[src/rtl/rally_pkg.sv]
// rally_pkg: shared types and constants for the rally engine.
// State encoding, player identifiers and life-counter width.
package rally_pkg;

  typedef enum logic [1:0] {
    IDLE  = 2'd0,
    RALLY = 2'd1,
    OVER  = 2'd2
  } state_t;

  localparam logic P_ONE = 1'b0;
  localparam logic P_TWO = 1'b1;

  localparam int LIFE_W = 4;

endpackage

[src/rtl/rally_debounce.sv]
// rally_debounce: stability counter on a raw button plus a
// one-cycle swing pulse on each rising edge of the clean level.
module rally_debounce #(
  parameter int DEBOUNCE = 1_000_000
) (
  input  logic clk,
  input  logic rst,
  input  logic raw,
  output logic swing
);

  localparam int CW = $clog2(DEBOUNCE + 1);
  localparam logic [CW-1:0] LAST = CW'(DEBOUNCE - 1);
  localparam logic [CW-1:0] UNIT = CW'(1);

  logic [CW-1:0] cnt;
  logic          level;
  logic          prev;

  always_ff @(posedge clk or posedge rst) begin
    if (rst) begin
      cnt   <= '0;
      level <= 1'b0;
      prev  <= 1'b0;
    end else begin
      prev <= level;
      if (raw == level) begin
        cnt <= '0;
      end else if (cnt >= LAST) begin
        cnt   <= '0;
        level <= raw;
      end else begin
        cnt <= cnt + UNIT;
      end
    end
  end

  assign swing = level & ~prev;

endmodule

[src/rtl/rally_engine.sv]
// rally_engine: ball-and-rally controller for the LED tennis game.
// Tennis (two-ended) or squash (single-ended) play with lives and speed-up.
module rally_engine
  import rally_pkg::*;
#(
  parameter int COURT_LEN    = 16,
  parameter int HIT_WIN      = 2,
  parameter int START_PERIOD = 25_000_000,
  parameter int MIN_PERIOD   = 5_000_000,
  parameter int SPEEDUP      = 2_000_000,
  parameter int LIVES        = 3,
  parameter int DEBOUNCE     = 1_000_000
) (
  input  logic                 clk,
  input  logic                 rst,
  input  logic                 button_one,
  input  logic                 button_two,
  input  logic                 squash_en,
  output logic [COURT_LEN-1:0] pos,
  output logic                 hittable_one,
  output logic                 hittable_two,
  output logic [LIFE_W-1:0]    lives_one,
  output logic [LIFE_W-1:0]    lives_two,
  output logic                 server,
  output logic [7:0]           rally_count,
  output logic                 game_over,
  output logic                 winner
);

  localparam int IW = $clog2(COURT_LEN);
  localparam int PW = $clog2(START_PERIOD + 1);

  localparam logic [IW-1:0] I_UNIT = IW'(1);
  localparam logic [IW-1:0] I_LAST = IW'(COURT_LEN - 1);
  localparam logic [IW-1:0] WIN_LO = IW'(HIT_WIN);
  localparam logic [IW-1:0] WIN_HI = IW'(COURT_LEN - HIT_WIN);

  localparam logic [PW-1:0] P_UNIT  = PW'(1);
  localparam logic [PW-1:0] P_START = PW'(START_PERIOD);
  localparam logic [PW-1:0] P_MIN   = PW'(MIN_PERIOD);
  localparam logic [PW-1:0] P_STEP  = PW'(SPEEDUP);

  localparam logic [LIFE_W-1:0] L_FULL = LIFE_W'(LIVES);
  localparam logic [LIFE_W-1:0] L_UNIT = LIFE_W'(1);

  state_t state;
  state_t state_d;

  logic [IW-1:0] idx;
  logic [IW-1:0] end_idx;
  logic          dir;
  logic          mode;
  logic          exp_sq;
  logic          lock_one;
  logic          lock_two;
  logic [PW-1:0] period;
  logic [PW-1:0] period_dn;
  logic [PW:0]   period_sub;
  logic [PW-1:0] cnt;

  logic swing_one;
  logic swing_two;
  logic in_rally;
  logic expected;
  logic appr_one;
  logic appr_two;
  logic win_one;
  logic win_two;
  logic hit;
  logic whiff_one;
  logic whiff_two;
  logic due;
  logic at_end;
  logic miss;
  logic wall;
  logic move;
  logic serve;
  logic last_life;

  // Parking cell: squash always serves from index 0.
  function automatic logic [IW-1:0] park(
    input logic sq,
    input logic p
  );
    return (sq || p == P_ONE) ? '0 : I_LAST;
  endfunction

  rally_debounce #(
    .DEBOUNCE(DEBOUNCE)
  ) u_deb_one (
    .clk  (clk),
    .rst  (rst),
    .raw  (button_one),
    .swing(swing_one)
  );

  rally_debounce #(
    .DEBOUNCE(DEBOUNCE)
  ) u_deb_two (
    .clk  (clk),
    .rst  (rst),
    .raw  (button_two),
    .swing(swing_two)
  );

  // dir = 1 moves toward higher indices (player two's end).
  assign in_rally = (state == RALLY);
  assign expected = mode ? exp_sq : dir;
  assign appr_one = ~dir;
  assign appr_two = mode ? ~dir : dir;
  assign win_one  = (idx < WIN_LO);
  assign win_two  = mode ? (idx < WIN_LO)
                         : (idx >= WIN_HI);

  assign hit = (swing_one & hittable_one)
             | (swing_two & hittable_two);

  assign whiff_one = in_rally & swing_one
                   & (expected == P_ONE)
                   & appr_one & ~hittable_one;
  assign whiff_two = in_rally & swing_two
                   & (expected == P_TWO)
                   & appr_two & ~hittable_two;

  assign due = in_rally && (cnt == period - P_UNIT);

  assign end_idx = (mode || expected == P_ONE)
                 ? '0 : I_LAST;
  assign at_end  = (idx == end_idx)
                && (expected ? appr_two : appr_one);

  assign miss = due & ~hit & at_end;
  assign wall = due & ~hit & ~at_end & mode
              & dir & (idx == I_LAST);
  assign move = due & ~hit & ~at_end & ~wall;

  assign serve = (state == IDLE)
               & (server ? swing_two : swing_one);

  assign last_life = (expected ? lives_two : lives_one)
                  <= L_UNIT;

  // Speed-up clamped at the minimum, no wrap on underflow.
  assign period_sub = {1'b0, period} - {1'b0, P_STEP};
  assign period_dn  = (period_sub[PW] ||
                       period_sub[PW-1:0] < P_MIN)
                    ? P_MIN : period_sub[PW-1:0];

  always_ff @(posedge clk or posedge rst) begin
    if (rst) state <= IDLE;
    else     state <= state_d;
  end

  always_comb begin
    state_d = state;
    unique case (state)
      IDLE:    if (serve) state_d = RALLY;
      RALLY:   if (miss)  state_d = last_life ? OVER : IDLE;
      OVER:    state_d = OVER;
      default: state_d = IDLE;
    endcase
  end

  always_comb begin
    hittable_one = in_rally && expected == P_ONE
                && appr_one && win_one && !lock_one;
    hittable_two = in_rally && expected == P_TWO
                && appr_two && win_two && !lock_two;
    pos = {{(COURT_LEN-1){1'b0}}, 1'b1} << idx;
  end

  always_ff @(posedge clk or posedge rst) begin
    if (rst) begin
      idx         <= '0;
      dir         <= 1'b1;
      mode        <= 1'b0;
      exp_sq      <= P_TWO;
      period      <= P_START;
      cnt         <= '0;
      lock_one    <= 1'b0;
      lock_two    <= 1'b0;
      lives_one   <= L_FULL;
      lives_two   <= L_FULL;
      server      <= P_ONE;
      rally_count <= '0;
      game_over   <= 1'b0;
      winner      <= P_ONE;
    end else begin
      if (in_rally) cnt <= due ? '0 : cnt + P_UNIT;
      if (whiff_one) lock_one <= 1'b1;
      if (whiff_two) lock_two <= 1'b1;
      unique case (1'b1)
        serve: begin
          mode        <= squash_en;
          idx         <= park(squash_en, server);
          dir         <= squash_en | (server == P_ONE);
          exp_sq      <= ~server;
          period      <= P_START;
          cnt         <= '0;
          rally_count <= '0;
          lock_one    <= 1'b0;
          lock_two    <= 1'b0;
        end
        hit: begin
          dir      <= ~dir;
          exp_sq   <= ~exp_sq;
          cnt      <= '0;
          period   <= period_dn;
          lock_one <= 1'b0;
          lock_two <= 1'b0;
          if (rally_count != 8'hFF)
            rally_count <= rally_count + 8'd1;
        end
        miss: begin
          server <= expected;
          if (expected == P_ONE)
            lives_one <= lives_one - L_UNIT;
          else
            lives_two <= lives_two - L_UNIT;
          if (last_life) begin
            game_over <= 1'b1;
            winner    <= ~expected;
          end else begin
            idx <= park(mode, expected);
          end
        end
        wall: begin
          dir      <= 1'b0;
          lock_one <= 1'b0;
          lock_two <= 1'b0;
        end
        move: begin
          idx <= dir ? idx + I_UNIT : idx - I_UNIT;
        end
        default: ;
      endcase
    end
  end

endmodule

[config.mk]
export PLATFORM = sky130hd
export DESIGN_NAME = rally_engine
export DESIGN_NICKNAME = d
export VERILOG_FILES = /design/src/rtl/rally_pkg.sv /design/src/rtl/rally_debounce.sv /design/src/rtl/rally_engine.sv
export SDC_FILE = /design/constraint.sdc
export NUM_CORES = 1
export LEC_CHECK = 0
export CORE_ASPECT_RATIO = 1.75
export CORE_MARGIN = 2
export CORE_UTILIZATION = 50
export DETAILED_ROUTE_END_ITERATION = 10
export PLACE_DENSITY = 0.69
export SLEW_MARGIN = 10
export SYNTH_ARGS = -nofsm -noshare
export SYNTH_HDL_FRONTEND = slang
export SYNTH_SLANG_ARGS = --single-unit
[constraint.sdc]
create_clock -name clk -period 11 [get_ports clk]
set_clock_uncertainty 0.05 [all_clocks]
set_input_delay 1.65 -clock clk [delete_from_list [all_inputs] [get_ports clk]]
set_output_delay 1.65 -clock clk [all_outputs]
set_load 0.02 [all_outputs]
PDN straps and rails:
Scale: 4 px per µm. Pins as bars on the die edge. Tap cells in grey.
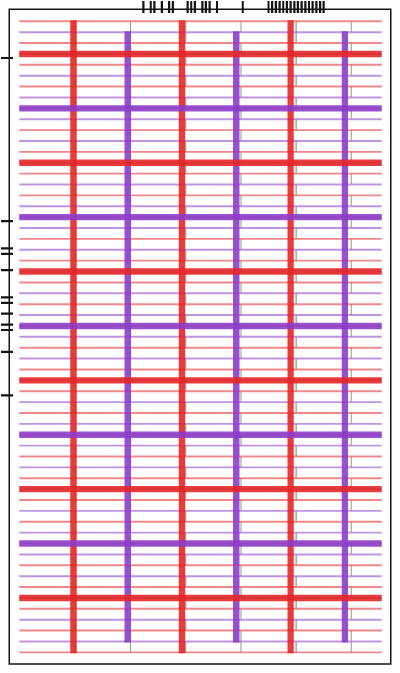
legend:
  purple:
    net: VDD
  red:
    net: VSS
met1 rails: 59
tap cells: 180
met4 straps: 6
core box area: 0.01430 mm²
Die W: 95.03 µm
IR Drop Worst-Case VDD: 108.9 µV

Cell classes on the final placement:
Scale: 4 px per µm. Fill, decap, tap and diode cells in grey.
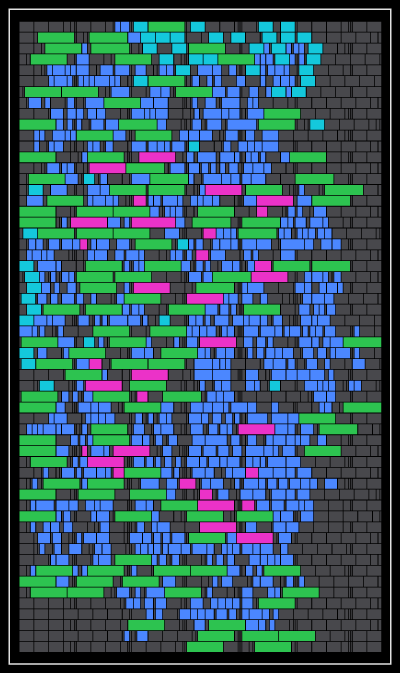
legend:
  blue:
    class: remaining logic cells
    cells: 660
  cyan:
    class: remaining buffers and delay cells
    cells: 47
  green:
    class: registers
    cells: 118
  magenta:
    class: clock drivers and dummy loads
    cells: 32
fin area: 0.008329 mm²
proportion of cell area occupied by registers: 35.72%
floorplan row count: 58
utilization of the core after routing: 58.26%

Routed clock nets over the placement:
Scale: 3 px per µm.
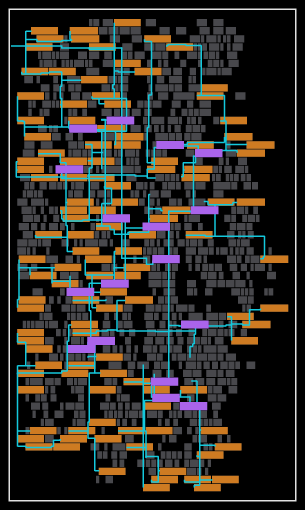
legend:
  purple:
    item: clock-net drivers
    count: 17
  cyan:
    item: clock wires
    length: 1,680 µm
  orange:
    item: flip-flops
    count: 118
routed clock nets: 18
clock latency at the later pin of the worst-skew pair: 0.42 ns
clock share of power: 54.3%

==> metrics.json <==
{
  "total_power": {"value": 994.3, "unit": "µW"},
  "wirelength": {"value": 17.44, "unit": "mm"},
  "path_cells": {"value": "or4b_2 -> a21o_1 -> nor4_1 -> clkdlybuf4s50_1"},
  "r2r_slack": {"value": 6.66, "unit": "ns"},
  "largest_reg_flops": {"value": 25},
  "final_net_count": {"value": 863},
  "criticalPathCategory": {"value": "register to output port"},
  "grt_pass1_wl": {"value": 29.04, "unit": "mm"},
  "fin_worst_hold_slack": {"value": 0.4077, "unit": "ns"},
  "largest_registers": {"value": "cnt x25, u_deb_one.cnt x20, u_deb_two.cnt x20"},
  "combAreaFraction": {"value": 48.01, "unit": "%"},
  "path_depth": {"value": 4},
  "power.combinational.total": {"value": 16.8, "unit": "µW"},
  "detailroute.wirelength.met2": {"value": 9.155, "unit": "mm"},
  "yosys_warnings": {"value": 0},
  "yosys-stat-cells": {"value": 820},
  "power_drawn_by_the_sequential_cells": {"value": 438, "unit": "µW"},
  "postLayoutSetupSlackWorst": {"value": 6.503, "unit": "ns"},
  "chip_area": {"value": 0.01552, "unit": "mm²"},
  "postCtsHoldBufs": {"value": 0},
  "cpPeakStageDelay": {"value": 0.72, "unit": "ns"},
  "synth.cellmix.compoundShare": {"value": 15.67, "unit": "%"},
  "run_status": {"value": "complete, no violations"},
  "dr.max_layer_used": {"value": "met4"},
  "regMostFlops": {"value": "cnt"},
  "groute.layer.met2.usage": {"value": 41.20, "unit": "%"},
  "worst_setup_path_start_kind": {"value": "register"},
  "use_met3": {"value": 3.875, "unit": "%"},
  "detail_route.first_pass.iterations": {"value": 5},
  "regToRegStartpoint": {"value": "period[7]"},
  "grt_start_max_net_pins": {"value": 86},
  "netlist_logic_family_top": {"value": "simple AND/OR/NAND/NOR gates"},
  "cell_internal_pwr": {"value": 758.2, "unit": "µW"},
  "drv_cap": {"value": 0},
  "ctsResizeCount": {"value": 0},
  "worstHoldEndpoint": {"value": "u_deb_one.prev"},
  "multi_input_comb_area": {"value": 0.003999, "unit": "mm²"},
  "sum_neg_setup_slack": {"value": 0, "unit": "ns"},
  "dominant_power_group": {"value": "the clock network"},
  "grt_util_all_layers": {"value": 23.64, "unit": "%"},
  "cts.repair_timing.setup_buffer_count": {"value": 0},
  "power_frac_seq": {"value": 44.0, "unit": "%"},
  "ys.flop_type": {"value": "sky130_fd_sc_hd__dfrtp_1"}
}
Power is estimated from default activity; no workload was simulated.
